### src/rtl/bram_dump_reader_pkg.sv
// Shared definitions for the BRAM readback engine: FSM state encoding and
// default data width of the RV32I memory subsystem.
package bram_dump_reader_pkg;

    localparam int DUMP_DATA_WIDTH = 32;
    localparam int DUMP_WORD_BYTES = 4;

    typedef enum logic [2:0] {
        DUMP_IDLE  = 3'd0,
        DUMP_ISSUE = 3'd1,
        DUMP_WAIT  = 3'd2,
        DUMP_SEND  = 3'd3,
        DUMP_DONE  = 3'd4
    } dump_state_t;

endpackage

### src/rtl/bram_dump_reader.sv
// Sequentially reads a word-aligned window of a 32-bit BRAM through its debug
// port and streams each word to the host over a valid/ready handshake.
module bram_dump_reader
    import bram_dump_reader_pkg::*;
#(
    parameter int ADDR_WIDTH = 10,
    parameter int DATA_WIDTH = DUMP_DATA_WIDTH,
    parameter int CNT_WIDTH  = 9,
    parameter int RD_LATENCY = 1
) (
    input  logic                  clk,
    input  logic                  rst,
    input  logic                  start,
    input  logic [ADDR_WIDTH-1:0] base_addr,
    input  logic [CNT_WIDTH-1:0]  word_count,
    output logic [ADDR_WIDTH-1:0] mem_addr,
    output logic                  mem_rd_en,
    input  logic [DATA_WIDTH-1:0] mem_rd_data,
    output logic                  m_valid,
    input  logic                  m_ready,
    output logic [DATA_WIDTH-1:0] m_data,
    output logic                  m_last,
    output logic                  busy,
    output logic                  done
);

    // A combinational debug port lets ISSUE capture the word directly.
    localparam bit COMB_READ = (RD_LATENCY == 0);

    dump_state_t           r_state;
    logic [ADDR_WIDTH-1:0] r_cur_addr;
    logic [CNT_WIDTH-1:0]  r_remaining;
    logic [DATA_WIDTH-1:0] r_data;
    logic                  r_rd_en;
    logic                  r_valid;
    logic                  r_last;
    logic                  r_busy;
    logic                  r_done;

    logic [ADDR_WIDTH-1:0] w_base_aligned;
    logic                  w_last_word;
    logic                  w_handshake;
    logic                  w_unused_base_lsbs;

    assign w_base_aligned     = {base_addr[ADDR_WIDTH-1:2], 2'b00};
    assign w_last_word        = (r_remaining == CNT_WIDTH'(1));
    assign w_handshake        = r_valid & m_ready;
    assign w_unused_base_lsbs = &{1'b0, base_addr[1:0]};

    always_ff @(posedge clk) begin
        if (rst) begin
            r_state     <= DUMP_IDLE;
            r_cur_addr  <= '0;
            r_remaining <= '0;
            r_data      <= '0;
            r_rd_en     <= 1'b0;
            r_valid     <= 1'b0;
            r_last      <= 1'b0;
            r_busy      <= 1'b0;
            r_done      <= 1'b0;
        end else begin
            r_done <= 1'b0;
            case (r_state)
                DUMP_IDLE: begin
                    if (start) begin
                        r_cur_addr  <= w_base_aligned;
                        r_remaining <= word_count;
                        r_busy      <= 1'b1;
                        if (word_count == '0) begin
                            r_state <= DUMP_DONE;
                            r_done  <= 1'b1;
                        end else begin
                            r_state <= DUMP_ISSUE;
                            r_rd_en <= 1'b1;
                        end
                    end
                end
                DUMP_ISSUE: begin
                    r_rd_en <= 1'b0;
                    if (COMB_READ) begin
                        r_data  <= mem_rd_data;
                        r_valid <= 1'b1;
                        r_last  <= w_last_word;
                        r_state <= DUMP_SEND;
                    end else begin
                        r_state <= DUMP_WAIT;
                    end
                end
                DUMP_WAIT: begin
                    r_data  <= mem_rd_data;
                    r_valid <= 1'b1;
                    r_last  <= w_last_word;
                    r_state <= DUMP_SEND;
                end
                DUMP_SEND: begin
                    // Everything holds until the host takes the word.
                    if (w_handshake) begin
                        r_valid     <= 1'b0;
                        r_last      <= 1'b0;
                        r_remaining <= r_remaining - CNT_WIDTH'(1);
                        r_cur_addr  <= r_cur_addr + ADDR_WIDTH'(DUMP_WORD_BYTES);
                        if (w_last_word) begin
                            r_state <= DUMP_DONE;
                            r_done  <= 1'b1;
                        end else begin
                            r_state <= DUMP_ISSUE;
                            r_rd_en <= 1'b1;
                        end
                    end
                end
                DUMP_DONE: begin
                    r_busy  <= 1'b0;
                    r_state <= DUMP_IDLE;
                end
                default: begin
                    r_state <= DUMP_IDLE;
                end
            endcase
        end
    end

    // The address counter doubles as the BRAM address, so it is stable in SEND.
    assign mem_addr  = r_cur_addr;
    assign mem_rd_en = r_rd_en;
    assign m_valid   = r_valid;
    assign m_data    = r_data;
    assign m_last    = r_last;
    assign busy      = r_busy;
    assign done      = r_done;

endmodule

### config.mk
export PLATFORM = sky130hd
export DESIGN_NAME = bram_dump_reader
export DESIGN_NICKNAME = d
export VERILOG_FILES = /design/src/rtl/bram_dump_reader_pkg.sv /design/src/rtl/bram_dump_reader.sv
export SDC_FILE = /design/constraint.sdc
export NUM_CORES = 1
export LEC_CHECK = 0
export CORE_MARGIN = 2
export CORE_UTILIZATION = 46
export DETAILED_ROUTE_END_ITERATION = 10
export PLACE_DENSITY_LB_ADDON = 0.25
export SLEW_MARGIN = 5
export SYNTH_ARGS = -nofsm -noshare
export SYNTH_HDL_FRONTEND = slang
export SYNTH_SLANG_ARGS = --single-unit
### constraint.sdc
create_clock -name clk -period 5 [get_ports clk]
set_input_delay 1 -clock clk [delete_from_list [all_inputs] [get_ports clk]]
set_output_delay 1 -clock clk [all_outputs]
set_load 0.05 [all_outputs]
==> deck_impl_summary.md <==
Implementation Results

Cells and area
  • Area Growth Syn to Fin: 46.7%
  • Most frequently placed logic cell in the final layout: clkdlybuf4s50_1
  • # diodes: 0
  • Final net count: 472
  • Total of fill cells in the finished design: about 440
  • Layout cells sized above 1: 0.0621
  • Most instantiated logic cells after routing: clkdlybuf4s50_1 (96), nand2_1 (80), dfxtp_1 (57), a21oi_1 (48), o21ai_0 (19)
  • Filler-free cell count of the finished design: between 400 and 500

Critical path
  • Family with the most delay on the worst path: AND-OR/OR-AND gates
  • Element type at the critical path start: input pin
  • CP max stage cell: a21oi_2
  • Data required time at the worst endpoint: 5220 ps
  • Worst r2r src: r_state[1]
  • Critical path class: in2reg
  • Worst path cell trace: clkdlybuf4s50_1 -> or3b_2 -> a21oi_2 -> o21ai_0 -> a31o_2
  • Maximum fanout along the worst path: 23
  • Worst endpoint data arrival time: between 3000 and 4000 ps
  • Peak per-stage delay on the critical path: around 750 ps
  • Crit path from: start
  • Worst Setup End Kind: flop
  • Buffering stage count on the worst path with inverters included: 1

CTS
  • Clock edge transition at the registers on the reported setup and hold paths: 60 ps
  • Maximum level of the CTS H-tree: 3
  • Hold buffer count at cts: 0
  • Longest Clk Path Bufs: 2
  • CTS Buf Count: 9
  • Number of instances resized during post-cts repair: 0
  • Clk root buf: clkbuf_8
  • Buffers inserted during post-CTS setup optimization: 0
  • CTS tree: done
  • Source-to-sink clock delay at the later pin of the worst-skew pair: 330 ps
  • Sinks on Clock Net: around 57

Floorplanning
  • Num ports: 102
  • Die Outline Area: 6090 sq um
  • Number of standard-cell rows in the floorplan: 26
  • Placeable core area: 5200 sq um
  • Vertical die dimension: approximately 80 microns
  • FP Util: 0.484
  • DIE WIDTH: between 70 and 80 microns

Job
  • Number of logged tool warnings: 29
  • Count of maximum capacitance violations: 0

Timing
  • Max frequency: 335 MHz
  • Count of final max-slew check failures: 0
  • Least-Margin Pin Slew: around 1100 ps
  • TNS Setup: 0 ps
  • Setup repair after global routing missed its margin: false
  • Minimum clock period after layout: 2980 ps
  • Worst Clk Skew: 5.47 ps
  • Min Hold Slack: between 400 and 500 ps
  • Headroom to the max-slew limit: 0.296
  • Fin crit share: 0.597
  • Finish-stage setup viols: 0
  • Fin. Hold Viols: 0

Global routing
  • Largest net degree at the start of global routing: 55
  • Global-route wire length before repair: 11,100 microns
  • Initial antenna violation count: 0
  • Vias in the first global route: around 2,400
  • GRT overflow: 0

Drt
  • Post-detailed-route count of antenna-violating nets: 0
  • Initial DRC count: around 130
  • Vias per cell: 5.30
  • Vias after detailed routing: between 2,000 and 3,000
  • # DRC: 0
  • First-pass iteration count of the detailed router: 4
  • Total wirelength of the detailed-routed design: 6800 microns

Synth
  • Cell area after synthesis: around 2500 sq um
  • Syn Area/Cell: ~7.7 sq um
  • #FFs+latches synth: ~57
  • Async set-reset flop share out of synthesis: 0
  • Most common reg cell: dfxtp_1
  • Number of enable flip-flop cells: 0
  • Sequential share of the synthesized area: 0.453
  • Cells in synth_stat.txt: approximately 330
  • Distinct lib cells: ~41
  • Post-synth area from yosys stat: approximately 2500 sq um
  • Number of cells produced by synthesis: 328
  • Synth warn: 0

Outcome
  • Status: finished clean

Pwr
  • Worst IR drop on VDD: roughly 0.28 mV
  • Reported leakage power: ~1.3 nW
  • Power density normalized to cell area: between 300 and 400 nW/um^2

Placed design
  • Final HPWL from detailed placement: 4620 microns
  • Port-buffer cells: 97
  • Final GP Congestion: about 0.85
  • Cell total after placement: 473

Min path
  • Startpoint of the most critical hold path: m_data[12]
  • Class of the tightest hold or removal check: reg2reg
[per-stage QoR]
stage / utilization / power, mW / instance area, sq um / setup slack, ps
finish: 0.710 / 1.30 / 3700 / 2020
detailed placement: 0.670 / 0.843 / 3490 / 1690
global placement: 0.670 / 0.837 / 3490 / 1660
floorplan: - / 0.726 / 2520 / 2810
global route: 0.710 / 1.35 / 3700 / 1880
CTS: 0.710 / 1.31 / 3700 / 2030
[registers in the layout, summed over array words and instances (netlist names)]
signal,count
m_valid,1
r_remaining,9
mem_addr,8
m_last,1
mem_rd_en,1
m_data,32
busy,1
r_state,3
done,1
[area by class of cell]
cell class	count	area (sq um)	share of cell area
Clock inverter	6	82.6	0.0223
Sequential cell	57	1140	0.309
Clock buffer	10	128	0.0345
Timing Repair Buffer	99	981	0.265
Tap cell	70	87.6	0.0237
Multi-Input combinational cell	240	1250	0.338
Inverter	7	26.3	0.00711
[kinds of logic after synthesis]
logic type	after synthesis	synth area share
compound gates	94	0.216
other cells	1	0.00149
buf+inv	32	0.0541
simple gates	141	0.261
flops	57	0.453
fa+ha+maj	3	0.0149
[cell usage after synthesis, drive strengths merged, types with 2 or more instances]
cell type / instances / area (sq um)
o22ai: 2 / 12.5
o31ai: 3 / 22.5
clkbuf: 18 / 67.6
o211ai: 2 / 15.0
a311oi: 2 / 17.5
ha: 3 / 37.5
or4: 2 / 22.5
dfxtp: 57 / 1140
nor2: 15 / 56.3
a211oi: 5 / 37.5
a21oi: 49 / 249
nor3b: 4 / 30.0
nor4: 3 / 18.8
a21o: 3 / 22.5
nand2: 80 / 300
buf: 7 / 42.5
nor3: 4 / 20.0
nand3: 9 / 45.0
nand3b: 3 / 22.5
nand4: 3 / 18.8
and3: 3 / 18.8
inv: 7 / 26.3
and2: 8 / 50.1
a31oi: 2 / 12.5
a31o: 2 / 17.5
o21ai: 19 / 95.1
[report_power, final]
group / internal (mW) / switching, mW
logic: 0.124 / 0.190
clock network: 0.278 / 0.186
registers: 0.488 / 0.0308
total: 0.890 / 0.407
[worst reg2reg max path: stages, from the launching register on]
cell and delay [ps]:
dfxtp_1 400, or3b_2 550, a21oi_2 750, o21ai_0 200, a31o_2 290
[path summary, 6_finish.rpt]
kind | to | slack (ps) | cells after the start
min reg2reg | m_data[12] | 450 | 2
max reg2reg | r_remaining[4] | 2710 | 4
max | r_remaining[4] | 2020 | 5
min | m_data[12] | 450 | 2
[metal layers]
layer / global-route usage / routed length (microns) / vias up
li1: - / - / 1307
met1: 0.278 / 2880 / 1204
met2: 0.373 / 3380 / 64
met3: 0.0621 / 377 / 16
met4: 0.123 / 162 / 0
met5: 0 / 0 / -
**The metal 3 layer**

The bar under the picture is 20 microns long.
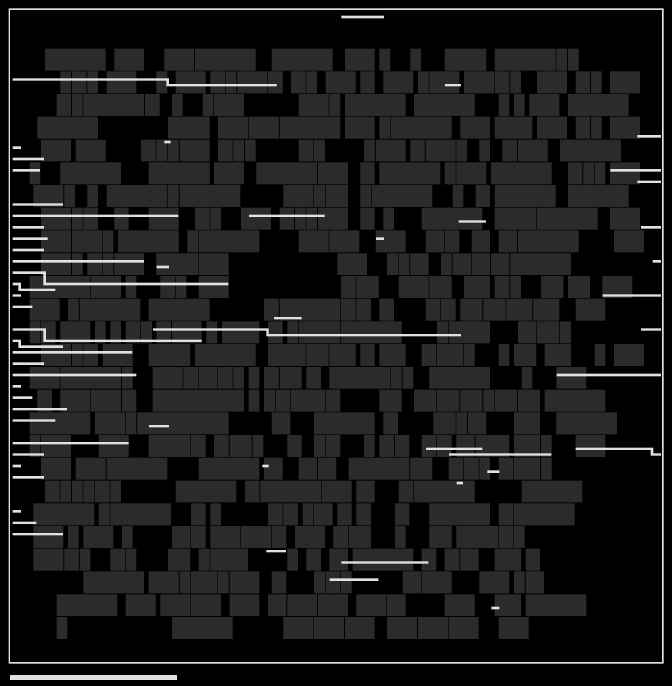
wire length on this layer: 378 microns
longest straight run: 23.0 microns
main direction: horizontal

**Metal 1**

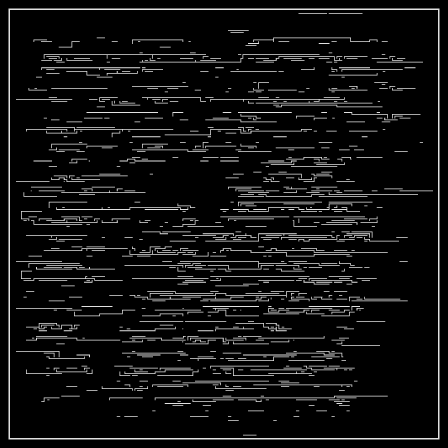
nets with wire on the layer: 405
wire length on this layer: 2,880 microns
main direction: horizontal

**Signal wires on met4**

The bar under the picture is 20 microns long.
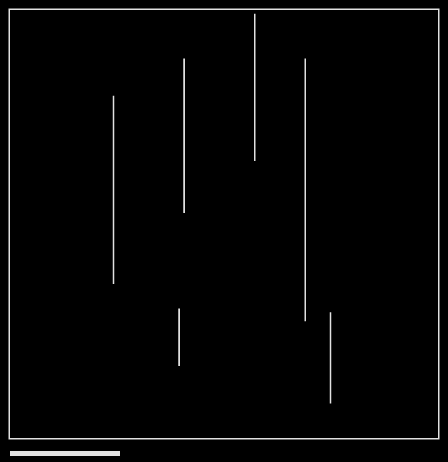
longest straight run: 47.6 microns
share of all routed wire: 2.4%

**The metal 2 layer**

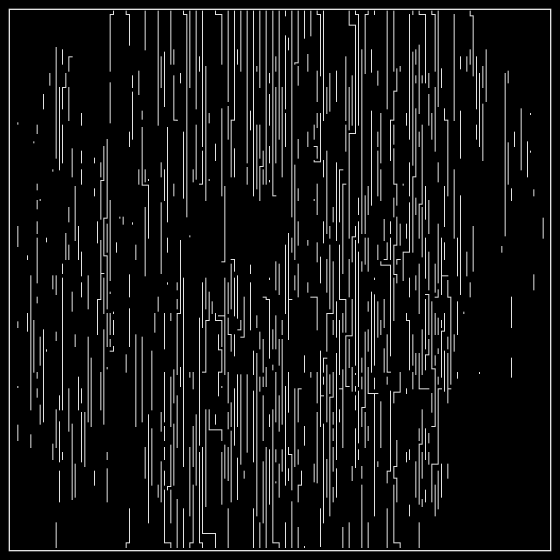
wire length on this layer: 3,380 microns
nets with wire on the layer: 379

**Routing congestion**

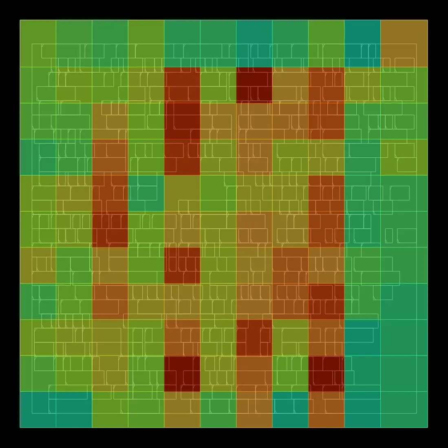
GR peak layer: met2
total global routing track utilization: 0.230
fraction of the core area covered by cells at the end of the flow: 0.710
average routed wire per standard cell: 13.9 microns

No activity file was given, so power comes from the tool's default toggle rates.
